==> images/final_clocks.png <==
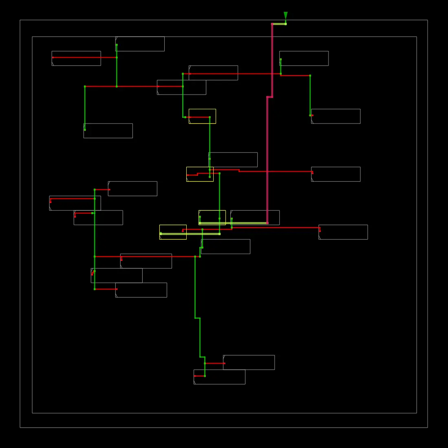
==> images/port_nets.png <==
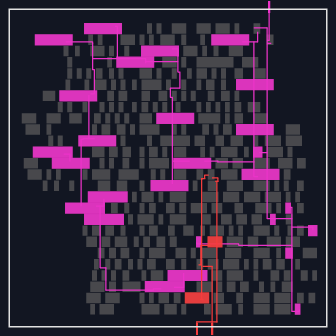
<file path="src/rtl/mc_pkg.sv">
// -----------------------------------------------------------------------------
// mc_pkg
// Shared definitions for the multicycle controller: state codes, opcode codes,
// PC-source / ALU-B-source / ALU-op encodings, default parameter widths, the
// control-strobe bundle passed from the output decoder to the top level, and
// a helper that identifies the edges on which an instruction retires.
// -----------------------------------------------------------------------------
package mc_pkg;

   // Default parameter values for multicycle_ctrl
   localparam int OP_W_DEF   = 4;
   localparam int DATA_W_DEF = 16;
   localparam int CNT_W_DEF  = 16;

   // Controller state codes (visible on the cs port)
   typedef enum logic [3:0] {
      ST_FETCH  = 4'd0,
      ST_DECODE = 4'd1,
      ST_MEMADR = 4'd2,
      ST_MEMRD  = 4'd3,
      ST_MEMWB  = 4'd4,
      ST_MEMWR  = 4'd5,
      ST_EXEC   = 4'd6,
      ST_ALUWB  = 4'd7,
      ST_BRANCH = 4'd8,
      ST_ADDIEX = 4'd9,
      ST_ADDIWB = 4'd10,
      ST_JUMP   = 4'd11,
      ST_TRAP   = 4'd12
   } state_e;

   // Opcode codes; any other value is an illegal instruction
   localparam int OP_R    = 0;
   localparam int OP_LW   = 1;
   localparam int OP_SW   = 2;
   localparam int OP_BEQ  = 3;
   localparam int OP_ADDI = 4;
   localparam int OP_J    = 5;

   // PC source select
   localparam logic [1:0] PCSIG_ALU    = 2'd0;
   localparam logic [1:0] PCSIG_ALUOUT = 2'd1;
   localparam logic [1:0] PCSIG_JUMP   = 2'd2;
   localparam logic [1:0] PCSIG_TRAP   = 2'd3;

   // ALU B-operand source select
   localparam logic [1:0] SRCB_REG   = 2'b00;
   localparam logic [1:0] SRCB_FOUR  = 2'b01;
   localparam logic [1:0] SRCB_IMM   = 2'b10;
   localparam logic [1:0] SRCB_BRIMM = 2'b11;

   // ALU operation select
   localparam logic [1:0] ALUOP_ADD   = 2'b00;
   localparam logic [1:0] ALUOP_SUB   = 2'b01;
   localparam logic [1:0] ALUOP_FUNCT = 2'b10;

   // Control strobes produced by the Moore output decoder
   typedef struct packed {
      logic [1:0] pcsig;
      logic       pcwrite;
      logic       id;
      logic       instwr;
      logic       mem_req;
      logic       memwrite;
      logic       load;
      logic       regdst;
      logic       regwrite;
      logic       alusrca;
      logic [1:0] alusrcb;
      logic [1:0] aluop;
      logic       trap;
      logic       branch;
   } ctrl_t;

   // True when the current state hands a completed instruction back to FETCH
   // on the next edge. MEMWR only leaves once memory accepts the write; a
   // trap never counts as a completed instruction.
   function automatic logic retires(input state_e st, input logic rdy);
      logic r;
      case (st)
         ST_MEMWB, ST_ALUWB, ST_ADDIWB, ST_BRANCH, ST_JUMP: r = 1'b1;
         ST_MEMWR:                                          r = rdy;
         default:                                           r = 1'b0;
      endcase
      return r;
   endfunction

endpackage

</file>
<file path="src/rtl/mc_decode.sv">
// -----------------------------------------------------------------------------
// mc_decode
// Combinational Moore output decoder: maps the controller state (plus the
// memory-ready handshake, which qualifies the FETCH write strobes) onto the
// datapath control strobes. Every strobe not named for a state is 0.
//
// Ports
//   state_i   : current controller state
//   mem_rdy_i : memory access completes this cycle (already WAIT_EN-qualified)
//   ctrl_o    : control strobe bundle, including the internal branch term
// -----------------------------------------------------------------------------
module mc_decode
   import mc_pkg::*;
(
   input  state_e state_i,
   input  logic   mem_rdy_i,
   output ctrl_t  ctrl_o
);

   // State-to-strobe table; all fields default to 0 before the per-state overrides
   always_comb begin
      ctrl_o = '0;
      case (state_i)
         ST_FETCH: begin
            ctrl_o.mem_req = 1'b1;
            ctrl_o.alusrca = 1'b0;
            ctrl_o.alusrcb = SRCB_FOUR;
            ctrl_o.aluop   = ALUOP_ADD;
            ctrl_o.pcsig   = PCSIG_ALU;
            // IR and PC are only loaded on the cycle the fetch completes
            if (mem_rdy_i) begin
               ctrl_o.instwr  = 1'b1;
               ctrl_o.pcwrite = 1'b1;
            end else begin
               ctrl_o.instwr  = 1'b0;
               ctrl_o.pcwrite = 1'b0;
            end
         end
         ST_DECODE: begin
            ctrl_o.alusrca = 1'b0;
            ctrl_o.alusrcb = SRCB_BRIMM;
            ctrl_o.aluop   = ALUOP_ADD;
         end
         ST_MEMADR, ST_ADDIEX: begin
            ctrl_o.alusrca = 1'b1;
            ctrl_o.alusrcb = SRCB_IMM;
            ctrl_o.aluop   = ALUOP_ADD;
         end
         ST_MEMRD: begin
            ctrl_o.mem_req = 1'b1;
            ctrl_o.id      = 1'b1;
         end
         ST_MEMWB: begin
            ctrl_o.regwrite = 1'b1;
            ctrl_o.load     = 1'b1;
            ctrl_o.regdst   = 1'b0;
         end
         ST_MEMWR: begin
            ctrl_o.mem_req  = 1'b1;
            ctrl_o.id       = 1'b1;
            ctrl_o.memwrite = 1'b1;
         end
         ST_EXEC: begin
            ctrl_o.alusrca = 1'b1;
            ctrl_o.alusrcb = SRCB_REG;
            ctrl_o.aluop   = ALUOP_FUNCT;
         end
         ST_ALUWB: begin
            ctrl_o.regwrite = 1'b1;
            ctrl_o.regdst   = 1'b1;
         end
         ST_BRANCH: begin
            ctrl_o.alusrca = 1'b1;
            ctrl_o.alusrcb = SRCB_REG;
            ctrl_o.aluop   = ALUOP_SUB;
            ctrl_o.pcsig   = PCSIG_ALUOUT;
            ctrl_o.branch  = 1'b1;
         end
         ST_ADDIWB: begin
            ctrl_o.regwrite = 1'b1;
            ctrl_o.regdst   = 1'b0;
         end
         ST_JUMP: begin
            ctrl_o.pcwrite = 1'b1;
            ctrl_o.pcsig   = PCSIG_JUMP;
         end
         ST_TRAP: begin
            ctrl_o.pcwrite = 1'b1;
            ctrl_o.pcsig   = PCSIG_TRAP;
            ctrl_o.trap    = 1'b1;
         end
         default: begin
            ctrl_o = '0;
         end
      endcase
   end

endmodule

</file>
<file path="src/rtl/multicycle_ctrl.sv">
// -----------------------------------------------------------------------------
// multicycle_ctrl
// Moore-FSM controller for a multicycle processor datapath. Sequences
// FETCH/DECODE and the per-opcode execute states, stalls on memory handshakes,
// traps on illegal opcodes and counts retired instructions.
//
// Ports
//   cl       : clock, rising edge
//   nrst     : asynchronous active-low reset
//   instr    : instruction register contents (opcode in the top OP_W bits)
//   zero     : ALU zero flag (branch condition)
//   mem_rdy  : memory access completes this cycle
//   cs       : current state code
//   pcsig .. trap : datapath control strobes
//   retired  : count of completed instructions, wraps modulo 2^CNT_W
// -----------------------------------------------------------------------------
module multicycle_ctrl
   import mc_pkg::*;
#(
   parameter int   OP_W    = OP_W_DEF,
   parameter int   DATA_W  = DATA_W_DEF,
   parameter int   CNT_W   = CNT_W_DEF,
   parameter logic WAIT_EN = 1'b1
) (
   input  logic              cl,
   input  logic              nrst,
   input  logic [DATA_W-1:0] instr,
   input  logic              zero,
   input  logic              mem_rdy,
   output logic [3:0]        cs,
   output logic [1:0]        pcsig,
   output logic              pcwrite,
   output logic              pcen,
   output logic              id,
   output logic              instwr,
   output logic              mem_req,
   output logic              memwrite,
   output logic              load,
   output logic              regdst,
   output logic              regwrite,
   output logic              alusrca,
   output logic [1:0]        alusrcb,
   output logic [1:0]        aluop,
   output logic              trap,
   output logic [CNT_W-1:0]  retired
);

   state_e             state_q;
   state_e             state_d;
   logic [CNT_W-1:0]   retired_q;
   logic [CNT_W-1:0]   retired_d;
   logic               rdy_s;
   logic [OP_W-1:0]    opcode_s;
   ctrl_t              ctrl_s;
   logic               unused_s;

   // With WAIT_EN=0 every memory access completes in one cycle
   assign rdy_s    = WAIT_EN ? mem_rdy : 1'b1;
   assign opcode_s = instr[DATA_W-1 -: OP_W];
   // Operand fields of the instruction are datapath concerns, not control
   assign unused_s = ^instr[DATA_W-OP_W-1:0];

   // Next-state logic; instr is only consulted in DECODE and MEMADR
   always_comb begin
      state_d = state_q;
      case (state_q)
         ST_FETCH: begin
            if (rdy_s) begin
               state_d = ST_DECODE;
            end else begin
               state_d = ST_FETCH;
            end
         end
         ST_DECODE: begin
            case (opcode_s)
               OP_W'(OP_R):    state_d = ST_EXEC;
               OP_W'(OP_LW):   state_d = ST_MEMADR;
               OP_W'(OP_SW):   state_d = ST_MEMADR;
               OP_W'(OP_BEQ):  state_d = ST_BRANCH;
               OP_W'(OP_ADDI): state_d = ST_ADDIEX;
               OP_W'(OP_J):    state_d = ST_JUMP;
               default:        state_d = ST_TRAP;
            endcase
         end
         ST_MEMADR: begin
            if (opcode_s == OP_W'(OP_SW)) begin
               state_d = ST_MEMWR;
            end else begin
               state_d = ST_MEMRD;
            end
         end
         ST_MEMRD: begin
            if (rdy_s) begin
               state_d = ST_MEMWB;
            end else begin
               state_d = ST_MEMRD;
            end
         end
         ST_MEMWR: begin
            if (rdy_s) begin
               state_d = ST_FETCH;
            end else begin
               state_d = ST_MEMWR;
            end
         end
         ST_EXEC:   state_d = ST_ALUWB;
         ST_ADDIEX: state_d = ST_ADDIWB;
         ST_MEMWB, ST_ALUWB, ST_ADDIWB, ST_BRANCH, ST_JUMP, ST_TRAP: begin
            state_d = ST_FETCH;
         end
         default: state_d = ST_FETCH;
      endcase
   end

   // Retire counter next value; natural overflow gives the modulo wrap
   always_comb begin
      retired_d = retired_q;
      if (retires(state_q, rdy_s)) begin
         retired_d = retired_q + CNT_W'(1);
      end else begin
         retired_d = retired_q;
      end
   end

   // State and retire-counter registers
   always_ff @(posedge cl or negedge nrst) begin
      if (!nrst) begin
         state_q   <= ST_FETCH;
         retired_q <= '0;
      end else begin
         state_q   <= state_d;
         retired_q <= retired_d;
      end
   end

   mc_decode u_decode (
      .state_i   (state_q),
      .mem_rdy_i (rdy_s),
      .ctrl_o    (ctrl_s)
   );

   // Write/request strobes are gated by nrst so a reset, even mid-stall, kills
   // them immediately; the remaining selects show FETCH values since the state
   // register is already forced to FETCH.
   assign mem_req  = nrst & ctrl_s.mem_req;
   assign instwr   = nrst & ctrl_s.instwr;
   assign pcwrite  = nrst & ctrl_s.pcwrite;
   assign memwrite = nrst & ctrl_s.memwrite;
   assign regwrite = nrst & ctrl_s.regwrite;
   assign trap     = nrst & ctrl_s.trap;
   assign pcen     = nrst & (ctrl_s.pcwrite | (ctrl_s.branch & zero));

   assign pcsig    = ctrl_s.pcsig;
   assign id       = ctrl_s.id;
   assign load     = ctrl_s.load;
   assign regdst   = ctrl_s.regdst;
   assign alusrca  = ctrl_s.alusrca;
   assign alusrcb  = ctrl_s.alusrcb;
   assign aluop    = ctrl_s.aluop;

   assign cs       = state_q;
   assign retired  = retired_q;

endmodule

</file>
<file path="config.mk">
export PLATFORM = sky130hd
export DESIGN_NAME = multicycle_ctrl
export DESIGN_NICKNAME = d
export VERILOG_FILES = /design/src/rtl/mc_pkg.sv /design/src/rtl/mc_decode.sv /design/src/rtl/multicycle_ctrl.sv
export SDC_FILE = /design/constraint.sdc
export NUM_CORES = 1
export LEC_CHECK = 0
export ABC_AREA = 1
export CAP_MARGIN = 5
export CELL_PAD_IN_SITES_DETAIL_PLACEMENT = 1
export CELL_PAD_IN_SITES_GLOBAL_PLACEMENT = 1
export CORE_MARGIN = 2
export CORE_UTILIZATION = 30
export DETAILED_ROUTE_END_ITERATION = 12
export GPL_ROUTABILITY_DRIVEN = 0
export GPL_TIMING_DRIVEN = 0
export PLACE_DENSITY = 0.88
export SLEW_MARGIN = 30
export SYNTH_ARGS = -nofsm -noshare
export SYNTH_HDL_FRONTEND = slang
export SYNTH_HIERARCHICAL = 1
export SYNTH_SLANG_ARGS = --single-unit
</file>
<file path="constraint.sdc">
create_clock -name cl -period 1.93 [get_ports cl]
set_clock_uncertainty 0.2 [all_clocks]
set_input_delay 0.386 -clock cl [delete_from_list [all_inputs] [get_ports cl]]
set_output_delay 0.386 -clock cl [all_outputs]
set_load 0.005 [all_outputs]
</file>
==> changes_impl.md <==
### Implementation results

* Status: complete, but fails checks
* Top cell by count, worst path: nand2_4
* Total gr overflow at 0
* Worst Hold Slack at 0.148 ns
* Port Buffers at 44
* Critical Path Stages at 9
* Worst endpoint required time at 1.34 ns
* Placed Cells at 366
* Initial Util at 30.9%
* Warnings, synthesis at 6
* N_diodes at 0
* Sequential cell area at 508 sq um
* Reg2Reg Capture Point: retired[1]$_DFFE_PN0P_
* Tmin final at 2.12 ns
* Max IR drop VDD at 0.669 mV
* Startpoint Class: flop
* RSZ-0062 raised after global routing: yes
* Largest register FFs at 16
* Final Cell Area at 2580 sq um
* Top cells by area: dfrtp_1 32%, nand2_1 22%, inv_1 9.0%
* Synthesis area per yosys at 1580 sq um
* Die area at 5860 sq um
* Post-synth top cells: 91 x nand2_1, 38 x inv_1, 29 x nor2_1, 20 x dfrtp_1, 20 x nand3_1
* Final hold violations at 0
* Total negative slack at -2.26 ns
* Fin cells at 402
* Logic share of the area at 40.5%
* Worst stage delay on the critical path at 0.49 ns
* Post-CTS Setup Inserts at 23
* Number of fill cells in the layout at 667
* Total GRT Usage at 20.9%
* Area leader share at 31.7%
* Critical Path Slowest Stage Cell: dfrtp_2
* Post-DP Area at 2100 sq um
* Commonest flop: dfrtp_1
* Die Height at 76.6 microns
* Crit path capture type: output pin
* Violated checks: negative setup slack
* Worst rel slew slack at 65.6%
* Setup slack, reg-to-reg at -0.08 ns
* Syn Inst Count at 252
* Tap Count at 70
* Nets at 354
* Clock Pin Slew Worst Setup and Hold Paths at 0.08 ns
* AO/OA Area Share at 6.81%
* Max Freq at 0.471 GHz
* Antenna viol nets, final at 0
* Slew Limit Fails at 0
* Area fraction in and, or, nand and nor cells at 45.2%
* WP buf/inv at 4
* Critical Path Fanout Max at 6
* Top logic family: simple AND/OR/NAND/NOR gates
* Signal inverters at 42
* Fraction of area in registers at 19.7%
* Number of cells in Yosys stat at 252
* FFs w/ async S/R, synth at 100%
* Pin count of the biggest net entering global routing at 21
* CP Cell Sequence: buf_4 > nand2_4 > inv_2 > nand2_4 > buf_6 > nand3_2 > nand2_2 > nand2_1 > buf_2
* Vias in the first global route at 2057
* Final setup fails at 31
* Clk cell area share at 2.14%
* Clock buf count at 4
* Drt pass-1 iters at 4
* Ports at 57
* Multi-In Gates at 188
* FF-to-FF path depth at 11
* Data arrival, critical path at 1.54 ns
* Longest Clk Path Bufs at 2
* Flops after synth at 20
* M1 WL at 2690 microns
* Syn-to-layout area delta at 63.1%
* Buffering overhead at 27.6%
* Share of layout cells above drive strength 1 at 38.0%
* Mean Syn Cell Area at 6.27 sq um
* Chip width at 76.6 microns
* Met2 wire length at 3630 microns
* Total Power at 3.22 mW
* Buffers, non-clock at 78
* CP Capture Point: pcen
* HP Class: in -> async
* WL per Instance at 17.0 microns
* Hold Buf Count CTS at 1
* Drt drc at 0
* Top Layer Used: met4
* Final HPWL from detailed placement at 3550 microns
* Routed vias at 2020
* Worst slack, placed at -0.554 ns
* Post-route setup slack at -0.192 ns
* CTS tree: yes
* Flops at 20
* WL met3 at 287 microns
Back to the opening pictures, final_clocks.png:
Clock Latency Late Sink: 0.26 ns
CTS Sinks: 20
clk pwr: 0.337 mW
TritonCTS Buffers: 3

Back to the opening pictures, port_nets.png:
- red: `alusrcb` (direction output; edge bottom; end cells 2; buffers 2; wire 98.0 microns)
- magenta: `nrst` (direction input; edge top; end cells 27; buffers 2; wire 345 microns)

per-layer routing:
metal,track usage [%],vias to the layer above
met5,0,-
met4,9.27,0
met3,2.84,20
met2,37.8,73
met1,24.4,982
li1,-,945
power by group:
group          total (mW)  internal (mW)  leakage, nW  switching, mW
Combinational        2.22           1.06         1.08           1.16
Sequential          0.663          0.504        0.262          0.158
Clock               0.337          0.182       0.0288          0.155
placed cells by master (no fill, tap or decap), types with 9 or more instances in the layout:
master | netlist | layout
inv_2 | 4 | 11
buf_6 | 1 | 17
nand2_2 | 7 | 13
buf_2 | 0 | 13
dfrtp_1 | 20 | 14
inv_1 | 38 | 26
nand2_1 | 91 | 78
clkdlybuf4s50_1 | 0 | 21
nor2_1 | 29 | 23
nand4_1 | 9 | 9
nand3_1 | 20 | 16
buf_4 | 0 | 17
Power and IR drop assume default switching activity.
